### src/rtl/loader_pkg.sv
`default_nettype none
// ============================================================================
// Module      : loader_pkg
// Description : Shared types and constants for the instruction-memory loader.
//               state_t         - loader FSM state encoding
//               WORD_BYTES      - bytes per instruction word
//               BYTE_IDX_W      - width of the byte-within-word index
//               TERMINATOR_WORD - word value that ends a load session
// Revision    : 1.0 - initial release
// ============================================================================
package loader_pkg;

  typedef enum logic [2:0] {
    IDLE  = 3'd0,
    RECV  = 3'd1,
    WRITE = 3'd2,
    DONE  = 3'd3,
    ERROR = 3'd4
  } state_t;

  localparam int          WORD_BYTES      = 4;
  localparam int          BYTE_IDX_W      = $clog2(WORD_BYTES);
  localparam logic [31:0] TERMINATOR_WORD = 32'h0000_0000;

endpackage : loader_pkg
`default_nettype wire

### src/rtl/byte_word_assembler.sv
`default_nettype none
// ============================================================================
// Module      : byte_word_assembler
// Description : Packs a little-endian byte stream into 32-bit words.
//   clk        in   system clock
//   reset      in   asynchronous active-high reset
//   clear      in   restart assembly at byte 0 with an empty word
//   byte_valid in   a byte is accepted this cycle
//   byte_data  in   accepted byte
//   last_byte  out  the next accepted byte completes the word
//   word       out  assembled word (registered)
//   word_valid out  one-cycle strobe: word holds a complete word
// Revision    : 1.0 - initial release
// ============================================================================
module byte_word_assembler
  import loader_pkg::*;
(
  input  logic        clk,
  input  logic        reset,
  input  logic        clear,
  input  logic        byte_valid,
  input  logic [7:0]  byte_data,
  output logic        last_byte,
  output logic [31:0] word,
  output logic        word_valid
);

  logic [BYTE_IDX_W-1:0] byte_idx_q, byte_idx_d;
  logic [31:0]           word_q, word_d;
  logic                  word_valid_q, word_valid_d;

  assign last_byte  = (byte_idx_q == BYTE_IDX_W'(WORD_BYTES - 1));
  assign word       = word_q;
  assign word_valid = word_valid_q;

  always_comb begin
    byte_idx_d   = byte_idx_q;
    word_d       = word_q;
    word_valid_d = 1'b0;
    if (clear) begin
      byte_idx_d = '0;
      word_d     = '0;
    end else if (byte_valid) begin
      // Byte k lands in bits [8k+7:8k]; the index wraps after the last byte.
      word_d[{byte_idx_q, 3'b000} +: 8] = byte_data;
      byte_idx_d   = byte_idx_q + BYTE_IDX_W'(1);
      word_valid_d = last_byte;
    end
  end

  always_ff @(posedge clk or posedge reset) begin
    if (reset) begin
      byte_idx_q   <= '0;
      word_q       <= '0;
      word_valid_q <= 1'b0;
    end else begin
      byte_idx_q   <= byte_idx_d;
      word_q       <= word_d;
      word_valid_q <= word_valid_d;
    end
  end

endmodule : byte_word_assembler
`default_nettype wire

### src/rtl/imem_loader.sv
`default_nettype none
// ============================================================================
// Module      : imem_loader
// Description : Loads a program into instruction memory from a byte stream
//               while holding the CPU in reset; releases the CPU after the
//               all-zero terminator word has been written.
//   clk        in   system clock
//   reset      in   asynchronous active-high reset
//   start      in   single-cycle pulse, begins a load session
//   in_valid   in   byte-stream valid
//   in_data    in   stream byte, LSB of each word first
//   in_ready   out  a byte can be accepted this cycle
//   imem_we    out  one-cycle instruction-memory write enable
//   imem_addr  out  word address of the write
//   imem_wdata out  instruction word to write
//   cpu_reset  out  holds the CPU in reset while high
//   load_done  out  load completed with a terminator
//   load_error out  capacity exhausted without a terminator
//   word_count out  words written this session, terminator included
// Revision    : 1.0 - initial release
// ============================================================================
module imem_loader
  import loader_pkg::*;
#(
  parameter int ADDR_WIDTH = 8,
  parameter int MAX_WORDS  = 256
) (
  input  logic                  clk,
  input  logic                  reset,
  input  logic                  start,
  input  logic                  in_valid,
  input  logic [7:0]            in_data,
  output logic                  in_ready,
  output logic                  imem_we,
  output logic [ADDR_WIDTH-1:0] imem_addr,
  output logic [31:0]           imem_wdata,
  output logic                  cpu_reset,
  output logic                  load_done,
  output logic                  load_error,
  output logic [ADDR_WIDTH:0]   word_count
);

  localparam logic [ADDR_WIDTH-1:0] c_last_addr = ADDR_WIDTH'(MAX_WORDS - 1);
  localparam logic [ADDR_WIDTH-1:0] c_addr_one  = ADDR_WIDTH'(1);
  localparam logic [ADDR_WIDTH:0]   c_count_one = (ADDR_WIDTH + 1)'(1);

  state_t                state_q, state_d;
  logic [ADDR_WIDTH-1:0] addr_q, addr_d;
  logic [ADDR_WIDTH:0]   count_q, count_d;
  logic                  in_ready_q, in_ready_d;
  logic                  cpu_reset_q, cpu_reset_d;
  logic                  load_done_q, load_done_d;
  logic                  load_error_q, load_error_d;

  logic                  accept;
  logic                  asm_clear;
  logic                  asm_last;
  logic [31:0]           asm_word;
  logic                  asm_word_valid;

  assign accept = in_valid & in_ready_q;

  byte_word_assembler u_assembler (
    .clk        (clk),
    .reset      (reset),
    .clear      (asm_clear),
    .byte_valid (accept),
    .byte_data  (in_data),
    .last_byte  (asm_last),
    .word       (asm_word),
    .word_valid (asm_word_valid)
  );

  // The assembler's registered word/strobe coincide with the WRITE state.
  assign imem_we    = asm_word_valid;
  assign imem_wdata = asm_word;
  assign imem_addr  = addr_q;
  assign in_ready   = in_ready_q;
  assign cpu_reset  = cpu_reset_q;
  assign load_done  = load_done_q;
  assign load_error = load_error_q;
  assign word_count = count_q;

  always_comb begin
    state_d   = state_q;
    addr_d    = addr_q;
    count_d   = count_q;
    asm_clear = 1'b0;
    unique case (state_q)
      IDLE, DONE, ERROR: begin
        if (start) begin
          state_d   = RECV;
          addr_d    = '0;
          count_d   = '0;
          asm_clear = 1'b1;
        end
      end
      RECV: begin
        if (accept && asm_last) state_d = WRITE;
      end
      WRITE: begin
        count_d = count_q + c_count_one;
        // The terminator check precedes the capacity check so a terminator
        // in the last slot still completes the load.
        if (asm_word == TERMINATOR_WORD) begin
          state_d = DONE;
        end else if (addr_q == c_last_addr) begin
          state_d = ERROR;
        end else begin
          addr_d  = addr_q + c_addr_one;
          state_d = RECV;
        end
      end
      default: state_d = IDLE;
    endcase

    // Status outputs are registered from the next state so they line up
    // with the state they describe.
    in_ready_d   = (state_d == RECV);
    cpu_reset_d  = (state_d != DONE);
    load_done_d  = (state_d == DONE);
    load_error_d = (state_d == ERROR);
  end

  always_ff @(posedge clk or posedge reset) begin
    if (reset) begin
      state_q      <= IDLE;
      addr_q       <= '0;
      count_q      <= '0;
      in_ready_q   <= 1'b0;
      cpu_reset_q  <= 1'b1;
      load_done_q  <= 1'b0;
      load_error_q <= 1'b0;
    end else begin
      state_q      <= state_d;
      addr_q       <= addr_d;
      count_q      <= count_d;
      in_ready_q   <= in_ready_d;
      cpu_reset_q  <= cpu_reset_d;
      load_done_q  <= load_done_d;
      load_error_q <= load_error_d;
    end
  end

endmodule : imem_loader
`default_nettype wire
### config.mk
export PLATFORM = sky130hd
export DESIGN_NAME = imem_loader
export DESIGN_NICKNAME = d
export VERILOG_FILES = /design/src/rtl/loader_pkg.sv /design/src/rtl/byte_word_assembler.sv /design/src/rtl/imem_loader.sv
export SDC_FILE = /design/constraint.sdc
export NUM_CORES = 1
export LEC_CHECK = 0
export CAP_MARGIN = 25
export CORE_MARGIN = 1
export CORE_UTILIZATION = 51
export CTS_BUF_LIST = sky130_fd_sc_hd__clkbuf_8
export CTS_CLUSTER_SIZE = 14
export DETAILED_ROUTE_END_ITERATION = 10
export GPL_TIMING_DRIVEN = 0
export HOLD_SLACK_MARGIN = 0.05
export PLACE_DENSITY_LB_ADDON = 0.15
export SLEW_MARGIN = 10
export SYNTH_ARGS = -nofsm -noshare
export SYNTH_HDL_FRONTEND = slang
export SYNTH_SLANG_ARGS = --single-unit
### constraint.sdc
create_clock -name clk -period 2.2 [get_ports clk]
set_clock_uncertainty 0.1 [all_clocks]
set_input_delay 0.44 -clock clk [delete_from_list [all_inputs] [get_ports clk]]
set_output_delay 0.44 -clock clk [all_outputs]
set_load 0.01 [all_outputs]
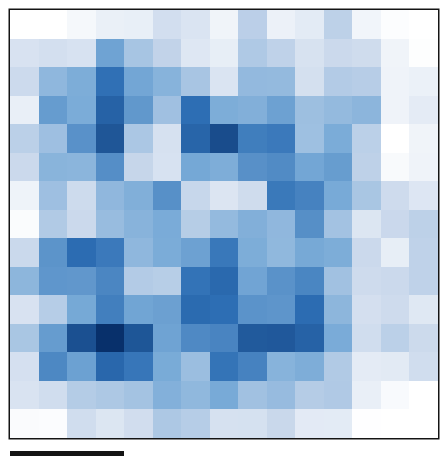
**Above:** run 1 (routed metal per tile).
The bar under the picture is 20 um long. 15 x 15 tiles, from white (low) to dark blue (high), scaled to the fullest tile. Values are wire area over tile area, all layers added.
mean over tiles: 0.19
tiles over half the peak: 28%
emptiest ninth of the die: top right
fullest tile: 0.51
nearly empty tiles: 4.9%

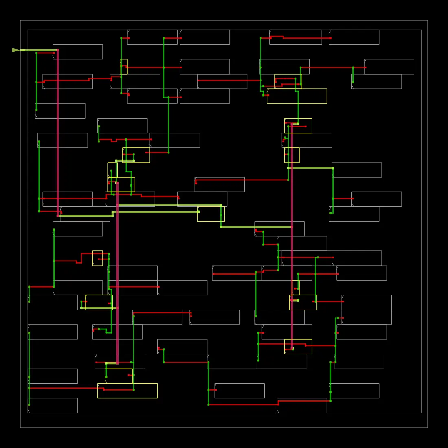
**Above:** run 1 (clock nets).
Sink Count: 59
Inserted Clock Buffers: 9
Late-Pin Clk Latency: 0.34 ns
Seq cells: 59
P_clk: 1.05 mW

==> results.ini, run 1 <==
[place]
place_area_mm2 = 0.00349
dpl.cell_count = 380
port_buffers = 65
place_ws_ns = -0.325
dp_hpwl_mm = 4.62
globalplace.congestion = 0.796

[clock_tree]
cts_tree = built
htree_levels = 3
clockBufferDepth = 2
cts_hold_buf = 0
clockRootBuffer = clkbuf_8
clk_pin_slew_ns = 0.07

[die]
floorplan.die.width_um = 75.2
dieArea_mm2 = 0.00566
core_mm2 = 0.00514
ios = 66
chipHeight_um = 75.2
fp_util_pct = 53.2
core.rowCount = 26

[yosys]
synth-seq-cells = 59
synth-edff-count = 0
netlist_instances = 244
yosys_cells = 244
yosys_warnings = 0
yosys-stat-area_mm2 = 0.00273
yosys.stat.seqShare_pct = 54.1
avgSynthCellArea_um2 = 11.2
syn-num-nets = 263
synth_area_mm2 = 0.00273
ff_type = dfrtp_1
ys_async_sr_fraction_pct = 100
synth_cell_type_count = 43

[power]
combPwrFrac_pct = 42.4
p_seq_share_pct = 34.5
power_switching_mw = 1.74
pg_seq_mw = 1.57
leakage_nw = 1.64
p_per_area_mw_per_mm2 = 1220
vdd_drop_max_mv = 0.680
internal_power_mw = 2.82
power_frac_clock_pct = 23.1
p_comb_mw = 1.93
total_power_mw = 4.56
p_sw_share_pct = 38.2
maxPowerGroup = combinational logic

[final_timing]
fin_crit_sh_pct = 95.4
slew_headroom_pct = 56.4
hold_violations = 0
fin_hold_ws_ns = 0.413
finalSetupViolCount = 0
fin_crit_ns = 2.10
slew_viol_final = 0
fin_setup_tns_ns = 0
tightest_slew_ns = 0.653
clock.fmax_ghz = 0.476
fin_ws_ns = 0.101

[global_routing]
grt_max_degree = 31
grtUsageTotal_pct = 25.4
grt_pass1_vias = 2106
grt_first_pass_wirelength_mm = 10.4
grt_overflow_total = 0
antenna_found_initial = 0

[min_path]
hold_path_class = flop to flop
whs_path_depth = 1

[job]
tool_warnings = 30
drv_cap = 0

[layout]
diodes = 0
fin_cells = 398
final_core_util_pct = 72.7
mi_logic_area_mm2 = 0.00121
drive_above_1_share_pct = 11.3
final_common_cell = clkdlybuf4s50_1
flop_area_mm2 = 0.00148
final_cell_mix = 65 x clkdlybuf4s50_1, 58 x dfrtp_1, 28 x nor2_1, 21 x nand2_1, 17 x a22o_1
nets = 342
fill_cells = 406
fin_area_mm2 = 0.00374
syn2layout_area_growth_pct = 36.8

[worst_setup_path]
path_buffers = 1
worstPathRequired_ns = 2.37
max_stage_delay_ns = 0.59
critPathKind = flop to flop
cp_max_fo = 8
crit_family = simple AND/OR/NAND/NOR gates
crit_cells = 6
crit_path_end_kind = flop
cp_cell_sequence = inv_1 > ha_1 > nand2b_1 > nor3_4 > a22oi_1 > nor2_1
crit_slowest_cell = dfrtp_1
ff2ff_path_depth = 6
critPathArrivalTime_ns = 2.27
cp-start-kind = flop

[detailed_routing]
via_per_inst = 5.89
drcViolationCount = 0
detail_route.iter0.violations = 146
dr.pass1.iters = 4
vias = 2343
ant_nets = 0
avgRoutedWirePerCell_um = 16.7
wirelength_mm = 6.67

[status]
status = finished clean

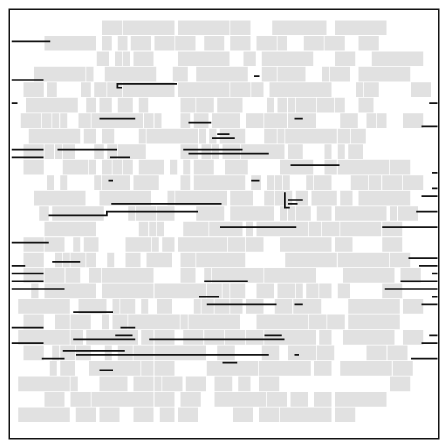
**Above:** run 1 (met3 routing).
Cells faint in the background.
nets with wire on the layer: 56
share of all routed wire: 5.8%

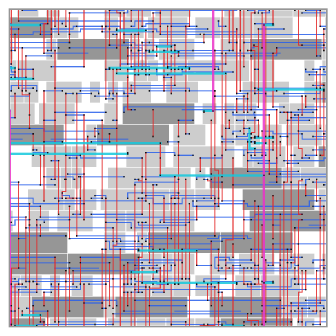
**Above:** run 1 (layout detail).
Region (18, 18) to (58, 58) um. Cells in gray, sequential cells in the stronger gray; small squares are vias.
[cyan] M3
[red] M2
[blue] M1
[magenta] M4
sequential cells in the window: 17
netlist names of flops here include: u_assembler.word (10), imem_addr (2), state_q (2)
most frequent: dfrtp_1 (17), nor2_1 (14), nand2_1 (10)
cells with their middle in the window: 115

[run 1: kinds of logic (layout without fill, tap and decap cells)]
| logic type | after synthesis | count (layout) | synth area share [%] |
|---|---|---|---|
| DFF | 59 | 59 | 54.1 |
| AOI/OAI and AO/OA | 71 | 71 | 19.2 |
| xor gates and xnor gates | 2 | 2 | 0.641 |
| muxes | 4 | 4 | 1.47 |
| and+or+nand+nor | 91 | 91 | 19.1 |
| adders and majority gates | 7 | 7 | 3.20 |
| buffers and inverters | 10 | 94 | 2.29 |
[run 1: synth_stat cells, types with 2 or more instances]
cell type | number | area share, %
ha_1 | 7 | 3.2
nand2_1 | 22 | 3.0
a22oi_1 | 16 | 4.4
and3_1 | 4 | 0.92
buf_2 | 2 | 0.37
a21oi_1 | 2 | 0.37
nor2b_1 | 2 | 0.46
o31ai_1 | 3 | 0.82
nor4_1 | 9 | 2.1
xnor2_1 | 2 | 0.64
and2_1 | 2 | 0.46
dfrtp_1 | 58 | 53
a31oi_1 | 2 | 0.46
a22o_1 | 17 | 5.4
nand3_1 | 5 | 0.92
nor2_1 | 28 | 3.8
a21o_1 | 2 | 0.55
nand4_1 | 6 | 1.4
o211ai_1 | 5 | 1.4
mux2i_1 | 4 | 1.5
o21ai_0 | 14 | 2.6
clkbuf_1 | 2 | 0.27
inv_1 | 3 | 0.41
o21a_1 | 2 | 0.55
buf_6 | 3 | 1.2
nor4b_4 | 2 | 1.7
nor3b_2 | 2 | 0.92
nor4b_1 | 2 | 0.64
o21ai_1 | 2 | 0.37
[run 1: area by class of cell]
type | instances | area share, %
clock inverters | 7 | 2.28
well taps | 70 | 2.34
plain buffers | 7 | 1.41
multi-input cells | 175 | 32.5
flip-flops and latches | 59 | 39.5
clock buffers | 9 | 3.31
inverters | 3 | 0.301
repair buffers | 68 | 18.3
[run 1: state kept, by name (all words and copies together), names as in the netlist]
name,count
cpu_reset,1
imem_addr,8
in_ready,1
load_done,1
load_error,1
state_q,3
u_assembler.byte_idx_q,2
u_assembler.word,32
u_assembler.word_valid,1
word_count,9
[run 1: routing by layer]
metal  vias to the layer above  global-route usage [%]  share of wire (%)
met1                      1153                    35.7                 45
li1                       1082                       -                  -
met4                         0                    11.5                1.8
met5                         -                       0                  0
met3                        12                    4.82                5.8
met2                        96                    38.5                 47
[run 1: path summary, 6_finish.rpt]
| path | startpoint | endpoint | slack (ns) |
|---|---|---|---|
| worst max-delay path | u_assembler.byte_idx_q[0]$_DFFE_PP0P_ | u_assembler.word[26]$_DFFE_PP0P_ | 0.10 |
| worst min-delay path | word_count[8]$_DFFE_PP0P_ | word_count[8]$_DFFE_PP0P_ | 0.41 |
| worst max register to register | u_assembler.byte_idx_q[0]$_DFFE_PP0P_ | u_assembler.word[26]$_DFFE_PP0P_ | 0.10 |
| worst min register to register | word_count[8]$_DFFE_PP0P_ | word_count[8]$_DFFE_PP0P_ | 0.41 |
| max in group asynchronous | reset | u_assembler.word[26]$_DFFE_PP0P_ | 1.00 |
| min in group asynchronous | reset | imem_addr[7]$_DFFE_PP0P_ | 0.42 |
[run 1: repair_timing]
item	in CTS	in global routing
endpoints found under the setup margin	0	24
gates resized	0	6
buffers inserted	0	2
## Run 2: what changed since run 1
Settings changed: PLACE_DENSITY_LB_ADDON 0.15 to 0.3.
==> run 2 against run 1 <==
  * Utilization is the same
  * Wire length is 0.12% lower
  * Total power is 0.36% higher
  * First-iteration DRC count up 53%
  * Count of clock-buffer cells in the layout stayed put
  * Global-route usage is 0.050 points higher
  * Setup slack got worse by 0.043 ns
  * Maximum frequency down 2.0%
  * Critical endpoint is now load_error$_DFF_PP0_
  * Highest routed layer unchanged
==> results.ini, run 2 <==
[status]
status = finished clean

[yosys]
ff_type = dfrtp_1
top_cell_area_share_pct = 53.1
yosys-stat-area_mm2 = 0.00273
yosys.stat.seqShare_pct = 54.1
avgSynthCellArea_um2 = 11.2
synth_cell_type_count = 43
ys_async_sr_fraction_pct = 100
synth-seq-cells = 59
yosys_cells = 244
synthTopCellsByArea = dfrtp_1 53%, a22o_1 5.4%, a22oi_1 4.4%, nor2_1 3.8%, ha_1 3.2%
synth_area_mm2 = 0.00273
yosysMostFrequentCell = dfrtp_1
syn-num-nets = 263
netlist_instances = 244
yosysTopAreaCell = dfrtp_1
synth-edff-count = 0
yosys_warnings = 0
common_cells = 58 x dfrtp_1, 28 x nor2_1, 22 x nand2_1, 17 x a22o_1, 16 x a22oi_1

[power]
leakage_nw = 1.63
combPwrFrac_pct = 42.2
internal_power_mw = 2.82
power_switching_mw = 1.76
vdd_drop_max_mv = 0.844
p_sw_share_pct = 38.4
p_per_area_mw_per_mm2 = 1220
p_seq_share_pct = 34.6

[final_timing]
slew_headroom_pct = 62.8
fin_hold_ws_ns = 0.333
rsz0062_at_grt = false
tightest_slew_ns = 0.556
fin_crit_ns = 2.14
clock.fmax_ghz = 0.467
fin_ws_ns = 0.0579
finalSetupViolCount = 0
hold_violations = 0
fin_crit_sh_pct = 97.4
slew_viol_final = 0

[die]
dieArea_mm2 = 0.00566
core.rowCount = 26
core_mm2 = 0.00514
chipHeight_um = 75.2
ios = 66
floorplan.die.width_um = 75.2
fp_util_pct = 53.2

[worst_setup_path]
reg2reg_slack_ns = 0.06
worstPathRequired_ns = 2.31
crit_slowest_cell = nor2_1
critPathMostFrequentCell = nor2_1
cp_cell_sequence = nor4_1 > nand4_1 > nor2_1 > nor2_1 > a21o_1
path_buffers = 0
ff2ff_path_depth = 5
timing.rr.start = u_assembler.word[31]$_DFFE_PP0P_
cp-start-kind = flop
crit_cells = 5
max_stage_delay_ns = 0.46
crit_family = simple AND/OR/NAND/NOR gates
cp_max_fo = 6
rr_endpoint = load_error$_DFF_PP0_
crit_path_end_kind = flop
critPathArrivalTime_ns = 2.25
critPathKind = flop to flop

[clock_tree]
clkSinkCount = 59
htree_levels = 3
clk_pin_slew_ns = 0.07
clk_latency_ns = 0.33
cts_hold_buf = 0
clockRootBuffer = clkbuf_8
numCtsBuffers = 9
clockBufferDepth = 2
cts_tree = built

[global_routing]
grt_pass1_vias = 2108
grtUsageTotal_pct = 25.5
grt_first_pass_wirelength_mm = 10.4
grt_overflow_total = 0
grt_max_degree = 42
antenna_found_initial = 0

[layout]
syn2layout_area_growth_pct = 36.8
drive_above_1_share_pct = 11.6
largest_reg_flops = 32
fill_cells = 396
mi_logic_area_mm2 = 0.00120
diodes = 0
final_cell_mix = 65 x clkdlybuf4s50_1, 57 x dfrtp_1, 28 x nor2_1, 21 x nand2_1, 17 x a22o_1
nets = 342
flop_area_mm2 = 0.00148
final_common_cell = clkdlybuf4s50_1

[detailed_routing]
wl_met1_mm = 2.98
drcViolationCount = 0
wl_met3_um = 419
via_per_inst = 5.85
vias = 2327
dr.pass1.iters = 4
detail_route.iter0.violations = 224
ant_nets = 0
wl_met2_mm = 3.15
top_layer = met4
avgRoutedWirePerCell_um = 16.7
wirelength_mm = 6.66

[job]
drv_cap = 0
tool_warnings = 30

[place]
port_buffers = 65
globalplace.congestion = 0.909
place_ws_ns = -0.271
dp_hpwl_mm = 4.75

[min_path]
hold_path_class = input pin to async pin

[run 2: cell type report]
cell class,instances,area share (%)
inverters,3,0.301
clock inverters,7,2.51
flip-flops and latches,59,39.6
clock buffers,9,3.31
repair buffers,68,18.3
well taps,70,2.34
plain buffers,7,1.37
multi-input cells,175,32.2
[run 2: worst max path at each step]
stage | startpoint | end | slack [ns]
final | u_assembler.word[31]$_DFFE_PP0P_ | load_error$_DFF_PP0_ | 0.06
after global routing | u_assembler.word[16]$_DFFE_PP0P_ | load_error$_DFF_PP0_ | 0.008
after CTS | u_assembler.byte_idx_q[0]$_DFFE_PP0P_ | u_assembler.word[31]$_DFFE_PP0P_ | 0.04
after detailed placement | start | u_assembler.word[14]$_DFFE_PP0P_ | -0.27
after global placement | reset | u_assembler.word[23]$_DFFE_PP0P_ | -0.76
after floorplan | reset | imem_addr[0]$_DFFE_PP0P_ | 0.21
[run 2: cell families (layout without fill, tap and decap cells)]
| kind of cell | Yosys count | count (layout) | share of synthesized area (%) |
|---|---|---|---|
| flip-flops | 59 | 59 | 54.1 |
| multiplexers | 4 | 4 | 1.47 |
| AND-OR/OR-AND | 71 | 71 | 19.2 |
| adder cells (fa/ha/maj) | 7 | 7 | 3.20 |
| AND/OR/NAND/NOR | 91 | 91 | 19.1 |
| XOR/XNOR | 2 | 2 | 0.641 |
| buffers and inverters | 10 | 94 | 2.29 |
[run 2: through the flow]
step / power [mW] / TNS, ns / instances / util (%) / cell area [um2]
6_report: 4.58 / 0 / 398 / 72.7 / 3740
5_1_grt: 4.84 / 0 / 398 / 72.7 / 3740
4_1_cts: 4.55 / 0 / 396 / 72.2 / 3710
3_5_place_dp: 3.47 / -7.32 / 380 / 67.9 / 3490
3_3_place_gp: 3.41 / -50.77 / 379 / 67.5 / 3470
2_1_floorplan: 2.68 / 0 / 244 / - / 2730
[run 2: power groups by stage]
stage	Combinational, mW	Clock [mW]	Sequential (mW)
floorplan	1.04	0	1.64
global placement	1.83	0	1.58
detailed placement	1.87	0	1.59
CTS	1.90	1.07	1.58
global route	2.09	1.13	1.62
finish	1.93	1.06	1.58
[run 2: what timing repair did]
action / in CTS / in global routing
buffers inserted: 0 / 2
hold endpoints to repair: 0 / 0
setup endpoints to repair: 0 / 24
gates resized: 0 / 4
[run 2: layer usage]
| layer | up-vias | GRT usage (%) |
|---|---|---|
| li1 | 1083 | - |
| met1 | 1126 | 34.0 |
| met2 | 101 | 40.0 |
| met3 | 17 | 8.03 |
| met4 | 0 | 7.82 |
| met5 | - | 0 |
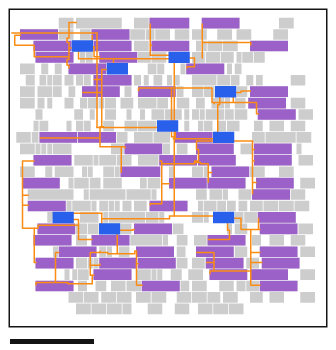
**Above:** run 2 (clock network drawn from the DEF).
The bar under the picture is 20 um long.
[blue] clock-net drivers | count: 9
[orange] clock wires | length: 652 um
[purple] flip-flops | count: 59
routed clock nets: 10
flops lie: widely spread
clock power share: 23.2%
P_clk: 1.06 mW

## Run 3: what changed since run 2
Settings changed: CORE_UTILIZATION 51 to 52, SYNTH_HIERARCHICAL set to 1.
==> run 3 against run 2 <==
  * Global-route usage up 1.5 points
  * Utilization up 3.5 points
  * Total power up 9.1%
  * Wire length up 12%
  * Synthesized cell count increased by 2.5%
  * Critical endpoint is now u_assembler/word[14]$_DFFE_PP0P_
  * Largest cell class unchanged
==> results.ini, run 3 <==
[yosys]
synth_cell_type_count = 53
common_cells = 58 x dfrtp_1, 29 x a32o_1, 16 x nand2_1, 13 x nor2b_1
ys_async_sr_fraction_pct = 100
yosys.stat.seqShare_pct = 52.2
yosysMostFrequentCell = dfrtp_1
yosys_cells = 250
synth-edff-count = 0
avgSynthCellArea_um2 = 11.3
yosysTopAreaCell = dfrtp_1
yosys_warnings = 6
syn-num-nets = 269
synth_area_mm2 = 0.00283
ff_type = dfrtp_1
synth-seq-cells = 59
synthTopCellsByArea = dfrtp_1 51%, a32o_1 10%, ha_1 3.1%, nor2b_1 2.9%, nand2_1 2.1%
netlist_instances = 250
yosys-stat-area_mm2 = 0.00283
top_cell_area_share_pct = 51.2

[layout]
diodes = 0
drive_above_1_share_pct = 17.4
flop_area_mm2 = 0.00148
final_core_util_pct = 76.2
nets = 354
final_common_cell = clkdlybuf4s50_1
mi_logic_area_mm2 = 0.00131
syn2layout_area_growth_pct = 39.1
largest_reg_flops = 32
final_cell_mix = 64 x clkdlybuf4s50_1, 58 x dfrtp_1, 29 x a32o_1, 16 x nand2_1, 13 x nor2b_1
fill_cells = 319

[power]
vdd_drop_max_mv = 0.745
p_per_area_mw_per_mm2 = 1270
leakage_nw = 1.67
total_power_mw = 4.99

[place]
globalplace.congestion = 0.789
port_buffers = 65
dp_hpwl_mm = 4.84

[die]
core_mm2 = 0.00517
core.rowCount = 26
dieArea_mm2 = 0.00575
fp_util_pct = 54.8
ios = 66
chipHeight_um = 75.8
floorplan.die.width_um = 75.8

[worst_setup_path]
cp-start-kind = flop
crit_path_end_kind = flop
crit_end = u_assembler/word[14]$_DFFE_PP0P_
worstPathRequired_ns = 2.36
ff2ff_path_depth = 8
timing.rr.start = state_q[0]$_DFF_PP0_
reg2reg_slack_ns = 0.07
cp_max_fo = 10
crit_path_start = state_q[0]$_DFF_PP0_
critPathArrivalTime_ns = 2.30
critPathKind = flop to flop
rr_endpoint = u_assembler/word[14]$_DFFE_PP0P_

[status]
status = finished clean

[global_routing]
grtUsageTotal_pct = 27.0
grt_pass1_vias = 2205
grt_max_degree = 36
antenna_found_initial = 0
grt_first_pass_wirelength_mm = 11.1
grt_overflow_total = 0

[min_path]
hold_path_class = input pin to async pin

[detailed_routing]
drcViolationCount = 0
avgRoutedWirePerCell_um = 18.1
vias = 2476
dr.pass1.iters = 4
wirelength_mm = 7.42
ant_nets = 0
detail_route.iter0.violations = 216
via_per_inst = 6.04

[final_timing]
clock.fmax_ghz = 0.469
slew_headroom_pct = 51.9
finalSetupViolCount = 0
hold_violations = 0
tightest_slew_ns = 0.721
fin_crit_sh_pct = 96.9
fin_crit_ns = 2.13
slew_viol_final = 0

[job]
tool_warnings = 30
drv_cap = 0

[clock_tree]
clockBufferDepth = 2
clockRootBuffer = clkbuf_8
clk_pin_slew_ns = 0.07
cts_tree = built
numCtsBuffers = 9
htree_levels = 3
clkSinkCount = 59

[run 3: logic make-up (layout without fill, tap and decap cells)]
| kind of cell | after synthesis | count (layout) | synth area share, % |
|---|---|---|---|
| AND-OR/OR-AND | 71 | 71 | 20.4 |
| AND/OR/NAND/NOR | 87 | 87 | 18.2 |
| flip-flops | 59 | 59 | 52.2 |
| buffers and inverters | 21 | 111 | 4.59 |
| adder cells (fa/ha/maj) | 7 | 7 | 3.09 |
| multiplexers | 2 | 2 | 0.707 |
| XOR/XNOR | 3 | 3 | 0.928 |
[run 3: stage by stage]
step	worst slack (ns)	cells	area (um2)	setup TNS, ns	hold slack [ns]
2_1_floorplan	0.0511	250	2830	0	0.354
3_3_place_gp	-0.934	385	3570	-33.48	0.370
3_5_place_dp	-0.969	385	3570	-34.54	0.382
4_1_cts	0.00133	404	3820	0	0.393
5_1_grt	-0.00836	410	3940	-0.0129	0.368
6_report	0.0678	410	3940	0	0.321
[run 3: worst min path at each step]
stage / from / endpoint / slack, ns / cells past startpoint
floorplan: reset / imem_addr[0]$_DFFE_PP0P_ / 0.35 / 1
global placement: word_count[8]$_DFFE_PP0P_ / word_count[8]$_DFFE_PP0P_ / 0.37 / 1
detailed placement: word_count[8]$_DFFE_PP0P_ / word_count[8]$_DFFE_PP0P_ / 0.38 / 1
CTS: word_count[8]$_DFFE_PP0P_ / word_count[8]$_DFFE_PP0P_ / 0.39 / 1
global route: reset / word_count[7]$_DFFE_PP0P_ / 0.37 / 2
finish: reset / word_count[1]$_DFFE_PP0P_ / 0.32 / 2
[run 3: layout make-up]
| cell class | count | share of cell area (%) |
|---|---|---|
| Inverter | 6 | 0.603 |
| Clock buffer | 10 | 3.49 |
| Timing Repair Buffer | 74 | 18.8 |
| Sequential cell | 59 | 37.5 |
| Buffer | 15 | 2.79 |
| Clock inverter | 6 | 1.40 |
| Tap cell | 70 | 2.22 |
| Multi-Input combinational cell | 170 | 33.2 |
[run 3: per-layer routing]
layer	vias up	track usage (%)	routed length (um)
li1	1147	-	-
met2	90	39.9	3630
met3	9	3.70	492
met1	1230	39.4	3190
met5	-	0	0
met4	0	12.6	114
[run 3: power breakdown]
part | switching, mW | internal (mW) | leakage, nW | total, mW
registers | 0.237 | 1.33 | 0.804 | 1.57
clock network | 0.416 | 0.543 | 0.106 | 0.959
logic | 1.39 | 1.08 | 0.757 | 2.47
[run 3: worst max-delay path: stages (launching register included)]
cell and delay (ns):
dfrtp_1 0.36, buf_2 0.16, nor2b_1 0.16, a31oi_2 0.28
clkinv_2 0.18, nor4bb_4 0.31, buf_4 0.19, buf_8 0.13
a32o_1 0.18
[run 3: timing repair]
action / CTS / global route
hold buffers: 0 / 0
resized: 7 / 13
buffers inserted: 3 / 5
hold endpoints to repair: 0 / 0
gates cloned: 0 / 0
setup endpoints to repair: 48 / 27
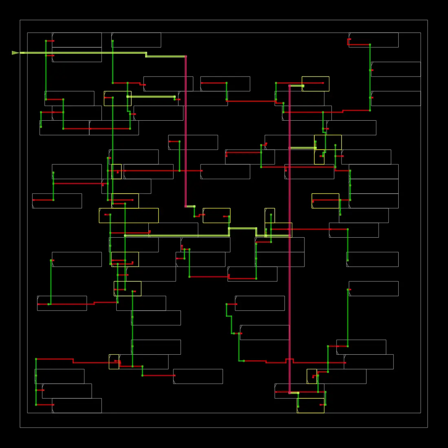
**Above:** run 3 (clock nets).
P_clk: 0.959 mW
Late-Pin Clk Latency: 0.33 ns
clock buf count: 10

Power is estimated from default activity; no workload was simulated.
